**Run 1: clock wires, drivers and flops**

Bar = 50 um.
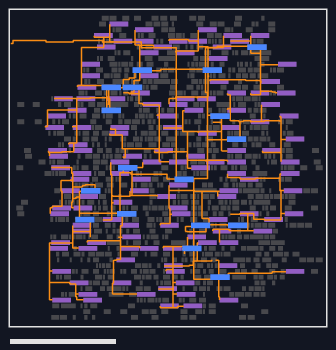
**Run 1: gate-type map**

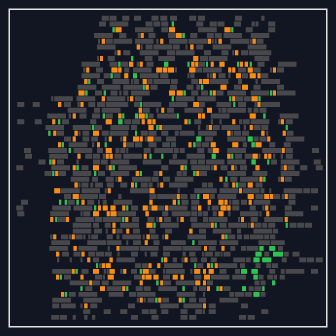
**Run 1: met2 routing**

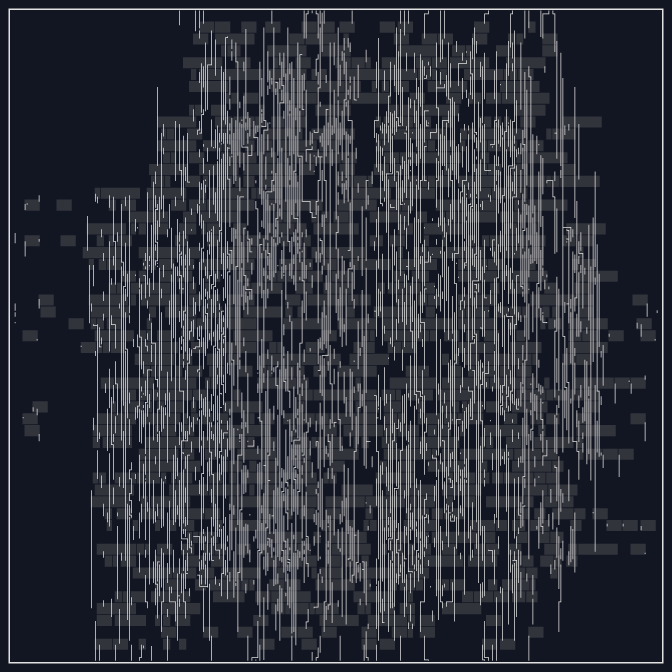
**Run 1: cell outlines without signal wires**

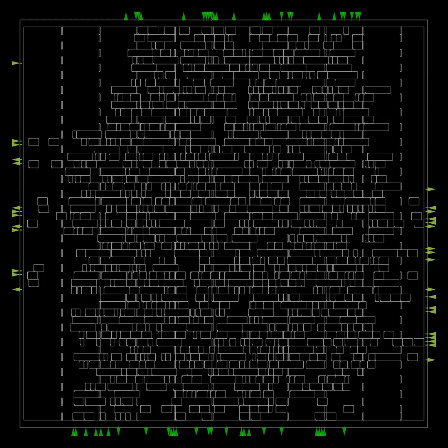
## config.mk

```make
export PLATFORM = sky130hd
export DESIGN_NAME = rf_bypass_multi
export DESIGN_NICKNAME = d
export VERILOG_FILES = /design/src/rtl/rf_bypass_multi.sv
export SDC_FILE = /design/constraint.sdc
export NUM_CORES = 1
export LEC_CHECK = 0
export CORE_UTILIZATION = 40
export CTS_CLUSTER_DIAMETER = 200
export DETAILED_ROUTE_END_ITERATION = 10
export GPL_ROUTABILITY_DRIVEN = 1
export PLACE_DENSITY = 0.65
export REMOVE_ABC_BUFFERS = 1
export SETUP_SLACK_MARGIN = 0.02
export SKIP_LAST_GASP = 1
export SLEW_MARGIN = 20
export SYNTH_ARGS = -nofsm -noshare
export SYNTH_HDL_FRONTEND = slang
export SYNTH_SLANG_ARGS = --single-unit
```

## constraint.sdc

```tcl
create_clock -name clk -period 3.6 [get_ports clk]
set_clock_uncertainty 0.2 [all_clocks]
set_input_delay 0.72 -clock clk [delete_from_list [all_inputs] [get_ports clk]]
set_output_delay 0.72 -clock clk [all_outputs]
set_load 0.005 [all_outputs]
```

## src/rtl/rf_bypass_multi.sv

```systemverilog
// Parametrised two-write, two-read register file with optional same-cycle write-to-read
// forwarding (enabled by defining RF_BYPASS_EN), optional hardwired zero register and sticky error flag.
module rf_bypass_multi #(
  parameter int WIDTH    = 16,
  parameter int NREGS    = 8,
  parameter int SELW     = 3,
  parameter int ZERO_REG = 0
) (
  input  logic             clk,
  input  logic             rst_n,
  input  logic [SELW-1:0]  read1regsel,
  input  logic [SELW-1:0]  read2regsel,
  input  logic             write0,
  input  logic [SELW-1:0]  write0regsel,
  input  logic [WIDTH-1:0] write0data,
  input  logic             write1,
  input  logic [SELW-1:0]  write1regsel,
  input  logic [WIDTH-1:0] write1data,
  output logic [WIDTH-1:0] read1data,
  output logic [WIDTH-1:0] read2data,
  output logic             err,
  output logic             err_sticky
);

  localparam int SW1 = SELW + 1;
  localparam logic [SELW:0] NREGS_W = SW1'(NREGS);

  logic [NREGS-1:0][WIDTH-1:0] stored;

  function automatic logic in_range(input logic [SELW-1:0] sel);
    return ({1'b0, sel} < NREGS_W);
  endfunction

  function automatic logic [WIDTH-1:0] stored_read(input logic [SELW-1:0] sel,
                                                   input logic [NREGS-1:0][WIDTH-1:0] st);
    logic [WIDTH-1:0] d;
    d = '0;
    for (int i = 0; i < NREGS; i++)
      if (sel == SELW'(i)) d = st[i];
    if (ZERO_REG != 0 && sel == '0) d = '0;
    return d;
  endfunction

`ifdef RF_BYPASS_EN
  // Port 1 forwarding outranks port 0, matching the write collision rule.
  function automatic logic [WIDTH-1:0] bypass(input logic [SELW-1:0]  sel,
                                              input logic [WIDTH-1:0] base,
                                              input logic             w0,
                                              input logic [SELW-1:0]  s0,
                                              input logic [WIDTH-1:0] d0,
                                              input logic             w1,
                                              input logic [SELW-1:0]  s1,
                                              input logic [WIDTH-1:0] d1);
    logic [WIDTH-1:0] d;
    d = base;
    if (in_range(sel) && !(ZERO_REG != 0 && sel == '0)) begin
      if (w1 && s1 == sel)      d = d1;
      else if (w0 && s0 == sel) d = d0;
    end
    return d;
  endfunction
`endif

  for (genvar gi = 0; gi < NREGS; gi++) begin : g_reg
    localparam logic [SELW-1:0] IDX = SELW'(gi);
    localparam bit WRITABLE = !(ZERO_REG != 0 && gi == 0);
    logic [WIDTH-1:0] q;

    always_ff @(posedge clk or negedge rst_n) begin
      if (!rst_n) begin
        q <= '0;
      end else if (WRITABLE) begin
        if (write1 && write1regsel == IDX)      q <= write1data;
        else if (write0 && write0regsel == IDX) q <= write0data;
      end
    end

    assign stored[gi] = q;
  end

  always_comb begin
    read1data = stored_read(read1regsel, stored);
    read2data = stored_read(read2regsel, stored);
`ifdef RF_BYPASS_EN
    read1data = bypass(read1regsel, read1data, write0, write0regsel, write0data,
                       write1, write1regsel, write1data);
    read2data = bypass(read2regsel, read2data, write0, write0regsel, write0data,
                       write1, write1regsel, write1data);
`endif
  end

  assign err = (write0 && !in_range(write0regsel))
            || (write1 && !in_range(write1regsel))
            || !in_range(read1regsel)
            || !in_range(read2regsel)
            || (write0 && write1 && write0regsel == write1regsel);

  always_ff @(posedge clk or negedge rst_n) begin
    if (!rst_n) err_sticky <= 1'b0;
    else        err_sticky <= err_sticky | err;
  end

endmodule

```

==> results.toml, run 1 <==
# yosys + openroad results
[clocking]
clk_path_buf_depth = 2
root_buffer = "clkbuf_16"
ctsHoldBuffers = 0
cts_made_buffers = 17
cts_resized = 2
cts_tree = "yes"
htreeDepth = 4
cts_setup_buffers = 0
clock-sinks = 129

[pwr]
p_comb_share_pct = 26.1
switching_share_pct = 30.5
p_int_mw = 3.58
pg_clk_mw = 1.75
finalPower_mw = 5.15
p_leak_nw = 4.53
ir_worst_vdd_mv = 0.231
pwr-share-clk_pct = 34.0

[detailed_routing]
drc_errors = 0
ant_nets = 0
drt-total-wl_um = 27600

[yosys]
yosys_cells = 949
mux_area_share_pct = 23.4
xor_share_pct = 0.302
yosysChipArea_um2 = 8700
largest_area_cell = "dfrtp_1"
top_cell = "mux2i_1"
synthArstFlopShare_pct = 100
yosysSeqAreaShare_pct = 37.1
common_cells = "mux2i_1 (168), dfrtp_1 (129), a21oi_1 (86), nand2_1 (86), nor2_1 (86)"
syn_area_um2 = 8700
synth_cell_types = 59
adder_share_pct = 0
synth_cells = 949
yosys_register_bits = 129
ys.flop_type = "dfrtp_1"
synthTopLogicFamily = "multiplexers"
yosys-top-cells-area = "dfrtp_1 (37%), mux2i_1 (19%), a21oi_1 (4.9%), nand2_1 (3.7%), nor2_1 (3.7%)"
yosysWarningCount = 0
edf_count = 0

[cells_and_area]
nNetsFinal = 1036
drive_gt1_share_pct = 14.1
final_core_util_pct = 49.0
diodes = 0
fill_cells = 1966
comb_area_um2 = 4880
seq_area_um2 = 3230

[placement]
dpl.cell_count = 1244
dp_hpwl_um = 17200
pre_cts_ws_ns = -0.307
portBuffers = 81
place_area_um2 = 9770

[die]
core_area_um2 = 21200
fp_util_pct = 41.1
top_level_ports = 82
dieArea_um2 = 22300

[timing]
finalSetupTns_ns = 0
timing.fmax_mhz = 286
max_slew_margin_pct = 29.7
worst_pin_slew_ns = 1.05
fin_crit_sh_pct = 97.0
period_minus_slack_ns = 3.49
finalWorstSetupSlack_ns = 0.106
finalSetupViolCount = 0
rsz0062_at_grt = "no"

[setup_path]
reg2reg_depth = 2
r2r_start = "g_reg[7].q[4]"
start_kind = "primary input"
path_buffers = 3
reg2reg_slack_ns = 2.59
arrival_ns = 2.57
cp_max_fo = 45
r2r_end = "g_reg[7].q[4]"
path_cells = "buf_2 > buf_6 > mux2_2 > a22o_1 > nand2_1 > o221ai_1 > clkdlybuf4s50_1"
endpoint_kind = "primary output"
critical_path_class = "primary input to primary output"
slowest_stage = "clkdlybuf4s50_1"
setup.worst_path.start = "read2regsel[1]"

[run_status]
status = "finished clean"

[global_routing]
grt_use_total_pct = 25.7
grt_pass1_wl_um = 42600
grt_max_degree = 68
antenna_found_initial = 0
overflow = 0

[flow_run]
drv_cap = 0

[min_path]
hp-class = "primary input to asynchronous set/reset pin"
Back to the opening pictures, 'clock wires, drivers and flops':
[purple] flip-flops | count: 129
[orange] clock wires | length: 1,940 um
[blue] clock drivers | count: 17
routed clock nets: 18

Back to the opening pictures, 'gate-type map':
| colour | family | cells |
|---|---|---|
| green | NAND gates | 107 |
| orange | inverting AOI/OAI gates | 237 |
most numerous logic cell after layout: mux2i_1
final non-filler cell total: 1,276

Back to the opening pictures, 'met2 routing':
longest straight run: 66.6 um
main direction: vertical
nets with wire on the layer: 766
wire length on this layer: 12,700 um

Back to the opening pictures, 'cell outlines without signal wires':
Flops: 129
Seq/total area: 31.1%

run 1: registers in the layout, summed over array words and instances, names as in the netlist:
| register | cells |
|---|---|
| err_sticky | 1 |
| g.q | 128 |
run 1: cell type report:
| cell class | instances | share of cell area [%] |
|---|---|---|
| Multi-Input combinational cell | 695 | 47.0 |
| Sequential cell | 129 | 31.1 |
| Timing Repair Buffer | 134 | 12.5 |
| Clock buffer | 21 | 4.25 |
| Tap cell | 275 | 3.32 |
| Clock inverter | 11 | 1.34 |
| Inverter | 11 | 0.398 |
run 1: routing by layer:
layer	vias up	GRT usage, %	share of wire [%]
met3	49	4.45	6.8
li1	3496	-	-
met4	0	8.83	2.4
met5	-	0	0
met1	3598	35.4	45
met2	326	40.5	46
--- run 2 (diff from run 1) ---
Settings changed: ABC_AREA set to 0, CELL_PAD_IN_SITES_DETAIL_PLACEMENT set to 1, CELL_PAD_IN_SITES_GLOBAL_PLACEMENT set to 1, PLACE_DENSITY 0.65 to 0.79.
==> results.toml, run 2 <==
# yosys + openroad results
[clocking]
clock_latency_ns = 0.42
cts_made_buffers = 17
clock-sinks = 129
cts_setup_buffers = 0
clk_path_buf_depth = 2
ctsHoldBuffers = 0
root_buffer = "clkbuf_16"
cts_tree = "yes"
htreeDepth = 4
cts_resized = 0
cts.reportedPaths.clkPinSlew_ns = 0.06

[min_path]
hp-class = "primary input to asynchronous set/reset pin"

[pwr]
p_seq_share_pct = 39.3
total_switching_power_mw = 1.67
pwr-share-clk_pct = 34.3
p_comb_mw = 1.39
switching_share_pct = 31.7
p_comb_share_pct = 26.4
maxPowerGroup = "sequential cells"
pg_clk_mw = 1.81
p_int_mw = 3.60
ir_worst_vdd_mv = 0.219
cellPowerDensity_nw_per_um2 = 506
p_leak_nw = 4.57
seq-power_mw = 2.07

[cells_and_area]
drive_gt1_share_pct = 15.3
inverters = 11
final-nonclk-buf-share_pct = 12.8
seq_area_share_pct = 31.0
dominant_cells = "logic gates"
final-clk-cell-share_pct = 5.79
seq_area_um2 = 3230
layout_top_cell = "mux2i_1"
reg.largest.list = "g.q (128), err_sticky (1)"
final_cell_mix = "mux2i_1 (168), dfrtp_1 (129), nor2_1 (86), a21oi_1 (86), nand2_1 (86)"
final_area_um2 = 10400
clkbuf_count = 18
diodes = 0
flops = 129
largest-register = "g.q"
area_delta_synth_final_pct = 19.8
comb_area_um2 = 4870
fill_cells = 2386
nNetsFinal = 1046
num-nonclk-buffers = 144
largest_reg_flops = 128
multi_input_comb_cells = 695

[global_routing]
overflow = 0
use_met3_pct = 4.97
use_met1_pct = 36.5
grt-busiest-layer = "met2"
grt_pass1_vias = 8178
grt_pass1_wl_um = 47300
antenna_found_initial = 0
grtUsageMet2_pct = 46.7
grt_max_degree = 56
grt_use_total_pct = 28.3

[yosys]
mux_area_share_pct = 23.4
adder_share_pct = 0
yosysWarningCount = 0
avgSynthCellArea_um2 = 9.16
yosysSeqAreaShare_pct = 37.1
yosys_register_bits = 129
ys.flop_type = "dfrtp_1"
synth_cells = 949
yosysChipArea_um2 = 8700
ys_sh_aoi_pct = 18.9
synthArstFlopShare_pct = 100
xor_share_pct = 0.302
ys_sh_simple_pct = 13.0
edf_count = 0
yosys-top-cells-area = "dfrtp_1 (37%), mux2i_1 (19%), a21oi_1 (4.9%), nand2_1 (3.7%), nor2_1 (3.7%)"
synthTopLogicFamily = "multiplexers"
common_cells = "mux2i_1 (168), dfrtp_1 (129), a21oi_1 (86), nand2_1 (86), nor2_1 (86)"
largest_area_cell = "dfrtp_1"
yosys_cells = 949
synth.top_cell.area_share_pct = 37.1
synth_cell_types = 59
syn_area_um2 = 8700
top_cell = "mux2i_1"

[placement]
gp_congestion = 0.857
portBuffers = 81
dpl.cell_count = 1254
dp_hpwl_um = 19500
place_area_um2 = 9810

[detailed_routing]
vias_per_cell = 6.13
wl_met2_um = 14900
wl_met1_um = 12800
drt-initial-drc-count = 606
ant_nets = 0
drt_pass1_iterations = 5
top_layer = "met4"
drt-total-wl_um = 30500
wl_per_cell_um = 23.7
vias = 7887
drc_errors = 0
wl_met3_um = 1710

[run_status]
status = "finished clean"

[timing]
worst_pin_slew_ns = 0.499
holdWs_ns = 0.0427
period_minus_slack_ns = 3.50
max_slew_margin_pct = 66.7
fin_crit_sh_pct = 97.3
rsz0062_at_grt = "no"
timing.fmax_mhz = 285
finalSetupTns_ns = 0
finalHoldViolCount = 0
final_max_slew_viol_count = 0
finalSetupViolCount = 0

[setup_path]
path_cells = "buf_2 > clkinv_1 > o211ai_1 > o221ai_1 > o31ai_1 > clkdlybuf4s50_1"
start_kind = "primary input"
arrival_ns = 2.58
endpoint_kind = "primary output"
crit_family = "buffers and inverters"
required_ns = 2.68
slowest_stage = "clkdlybuf4s50_1"
path_buffers = 3
critical_path_class = "primary input to primary output"
cp_max_fo = 10
max_stage_delay_ns = 0.59

[flow_run]
warnings = 25
drv_cap = 0

[die]
fp_util_pct = 41.1
die-width_um = 149
dieArea_um2 = 22300
top_level_ports = 82
core_area_um2 = 21200
fp.dieH_um = 149
rows = 53
taps = 275
-- run 2: path summary, 6_finish.rpt --
check                                    start             to  slack, ns  depth (start not counted)
worst max-delay path            read1regsel[2]   read1data[8]        0.1                          6
worst min-delay path                     rst_n     err_sticky       0.04                          1
worst max register to register   g_reg[1].q[5]  g_reg[1].q[5]       2.57                          2
worst min register to register      err_sticky     err_sticky       0.27                          1
max in group asynchronous                rst_n  g_reg[1].q[5]       2.43                          2
min in group clk                    err_sticky     err_sticky       0.27                          1
-- run 2: per-stage QoR --
stage | total power, mW | setup slack (ns) | util, %
after floorplan | 2.76 | 0.346 | -
after global placement | 3.38 | 0.101 | 46.4
after detailed placement | 3.45 | 0.0632 | 46.4
after CTS | 5.28 | 0.0342 | 49.2
after global routing | 5.50 | 0.0468 | 49.3
final | 5.27 | 0.0967 | 49.3
**Run 2: gate-type map**

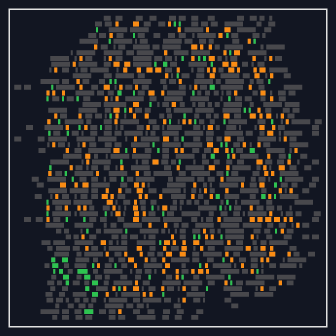
| colour | family | cells |
|---|---|---|
| green | NAND gates | 107 |
| orange | inverting AOI/OAI gates | 237 |
final non-filler cell total: 1,286
logic share of the area: 46.8%

--- run 3 (diff from run 2) ---
Settings changed: CTS_BUF_LIST set to sky130_fd_sc_hd__clkbuf_2 sky130_fd_sc_hd__clkbuf_4 sky130_fd_sc_hd__clkbuf_8.
**Run 3: clock wires, drivers and flops**

Bar = 50 um.
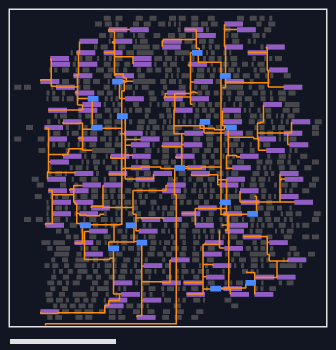
[blue] clock drivers | count: 17
[purple] flip-flops | count: 129
[orange] clock wires | length: 1,910 um
flops lie: spread over the die
routed clock nets: 18
Late-Pin Clk Latency: 0.47 ns
Clock power frac: 28.0%
clk pwr: 1.34 mW

==> results.toml, run 3 <==
# yosys + openroad results
[run_status]
status = "finished clean"

[setup_path]
setup.worst_path.start = "read1regsel[2]"
endpoint_kind = "primary output"
arrival_ns = 2.56
r2r_start = "g_reg[3].q[13]"
max_stage_delay_ns = 0.44
reg2reg_slack_ns = 2.57
critical_path_class = "primary input to primary output"
reg2reg_depth = 2
endpoint = "read1data[4]"
cp_max_fo = 10
path_buffers = 3
start_kind = "primary input"
slowest_stage = "clkinv_1"
cp.depth = 6
path_cells = "buf_2 > clkinv_1 > a21boi_0 > o311ai_0 > a22o_1 > clkdlybuf4s50_1"

[cells_and_area]
diodes = 0
nNetsFinal = 1047
inverters = 11
comb_share_pct = 47.6
multi_input_comb_cells = 695
num-nonclk-buffers = 145
fill_cells = 2414
clkbuf_count = 18
flops = 129
final_area_um2 = 10200
fin_cells = 1287
largest_reg_flops = 128
reg.largest.list = "g.q (128), err_sticky (1)"
final_cell_mix = "mux2i_1 (168), dfrtp_1 (129), nor2_1 (86), a21oi_1 (86), nand2_1 (86)"
drive_gt1_share_pct = 15.3
largest-register = "g.q"
final_core_util_pct = 48.4
layout_top_cell = "mux2i_1"
seq_area_share_pct = 31.5
seq_area_um2 = 3230
area_delta_synth_final_pct = 17.7
final-clk-cell-share_pct = 4.02

[detailed_routing]
drt-total-wl_um = 30200
ant_nets = 0
drc_errors = 0
vias = 7855
drt_pass1_iterations = 5
drt-initial-drc-count = 599
vias_per_cell = 6.10

[timing]
fin_crit_sh_pct = 96.7
max_slew_margin_pct = 67.0
period_minus_slack_ns = 3.48
rsz0062_at_grt = "no"
final_max_slew_viol_count = 0
worst_pin_slew_ns = 0.494
finalWorstSetupSlack_ns = 0.118
finalSetupTns_ns = 0
finalSetupViolCount = 0
timing.fmax_mhz = 287
finalHoldViolCount = 0
holdWs_ns = 0.271

[pwr]
p_leak_nw = 4.48
finalPower_mw = 4.79
ir_worst_vdd_mv = 0.181
cellPowerDensity_nw_per_um2 = 468

[min_path]
holdPathEnd = "err_sticky"
hold_depth = 1
hp-class = "flip-flop to flip-flop"
holdCritStartpoint = "err_sticky"

[yosys]
avgSynthCellArea_um2 = 9.16
common_cells = "mux2i_1 (168), dfrtp_1 (129), a21oi_1 (86), nand2_1 (86), nor2_1 (86)"
ys_sh_simple_pct = 13.0
synthArstFlopShare_pct = 100
xor_share_pct = 0.302
synth_cells = 949
yosys-top-cells-area = "dfrtp_1 (37%), mux2i_1 (19%), a21oi_1 (4.9%), nand2_1 (3.7%), nor2_1 (3.7%)"
yosysChipArea_um2 = 8700
ys_sh_aoi_pct = 18.9
synth.top_cell.area_share_pct = 37.1
synth_cell_types = 59
yosysSeqAreaShare_pct = 37.1
synthTopLogicFamily = "multiplexers"
mux_area_share_pct = 23.4
adder_share_pct = 0
syn_area_um2 = 8700
ys.flop_type = "dfrtp_1"
yosys_register_bits = 129
edf_count = 0
largest_area_cell = "dfrtp_1"

[clocking]
cts_setup_buffers = 0
cts_tree = "yes"
cts_made_buffers = 17
cts.reportedPaths.clkPinSlew_ns = 0.08
root_buffer = "clkbuf_8"
clk_path_buf_depth = 2
htreeDepth = 4
cts_resized = 1

[placement]
pre_cts_ws_ns = 0.0632
gp_congestion = 0.857
dpl.cell_count = 1254
portBuffers = 81
place_area_um2 = 9810
dp_hpwl_um = 19500

[flow_run]
warnings = 25

[global_routing]
grt_pass1_vias = 7959
grt_use_total_pct = 27.9
overflow = 0
antenna_found_initial = 0
grt_max_degree = 56
grt_pass1_wl_um = 46500

[die]
top_level_ports = 82
dieArea_um2 = 22300
fp_util_pct = 41.1
fp.dieH_um = 149
core_area_um2 = 21200
die-width_um = 149
rows = 53
## run 3: metal layers
| metal | share of wire [%] | wire length, um | global-route usage [%] |
|---|---|---|---|
| met1 | 43 | 12900 | 36.6 |
| met2 | 49 | 14800 | 46.4 |
| met3 | 5.2 | 1560 | 3.99 |
| met4 | 2.9 | 860 | 10.3 |
| met5 | 0 | 0 | 0 |
## run 3: power by group
group / internal [mW] / total, mW / switching, mW
clock network: 0.699 / 1.34 / 0.644
registers: 1.77 / 2.06 / 0.293
logic: 0.721 / 1.38 / 0.664
## run 3: logic make-up (layout without fill, tap and decap cells)
kind of cell,after synthesis,in the layout
multiplexers,194,194
AND-OR/OR-AND,264,264
AND/OR/NAND/NOR,234,234
buffers and inverters,125,188
flip-flops,129,129
XOR/XNOR,3,3
No activity file was given, so power comes from the tool's default toggle rates.
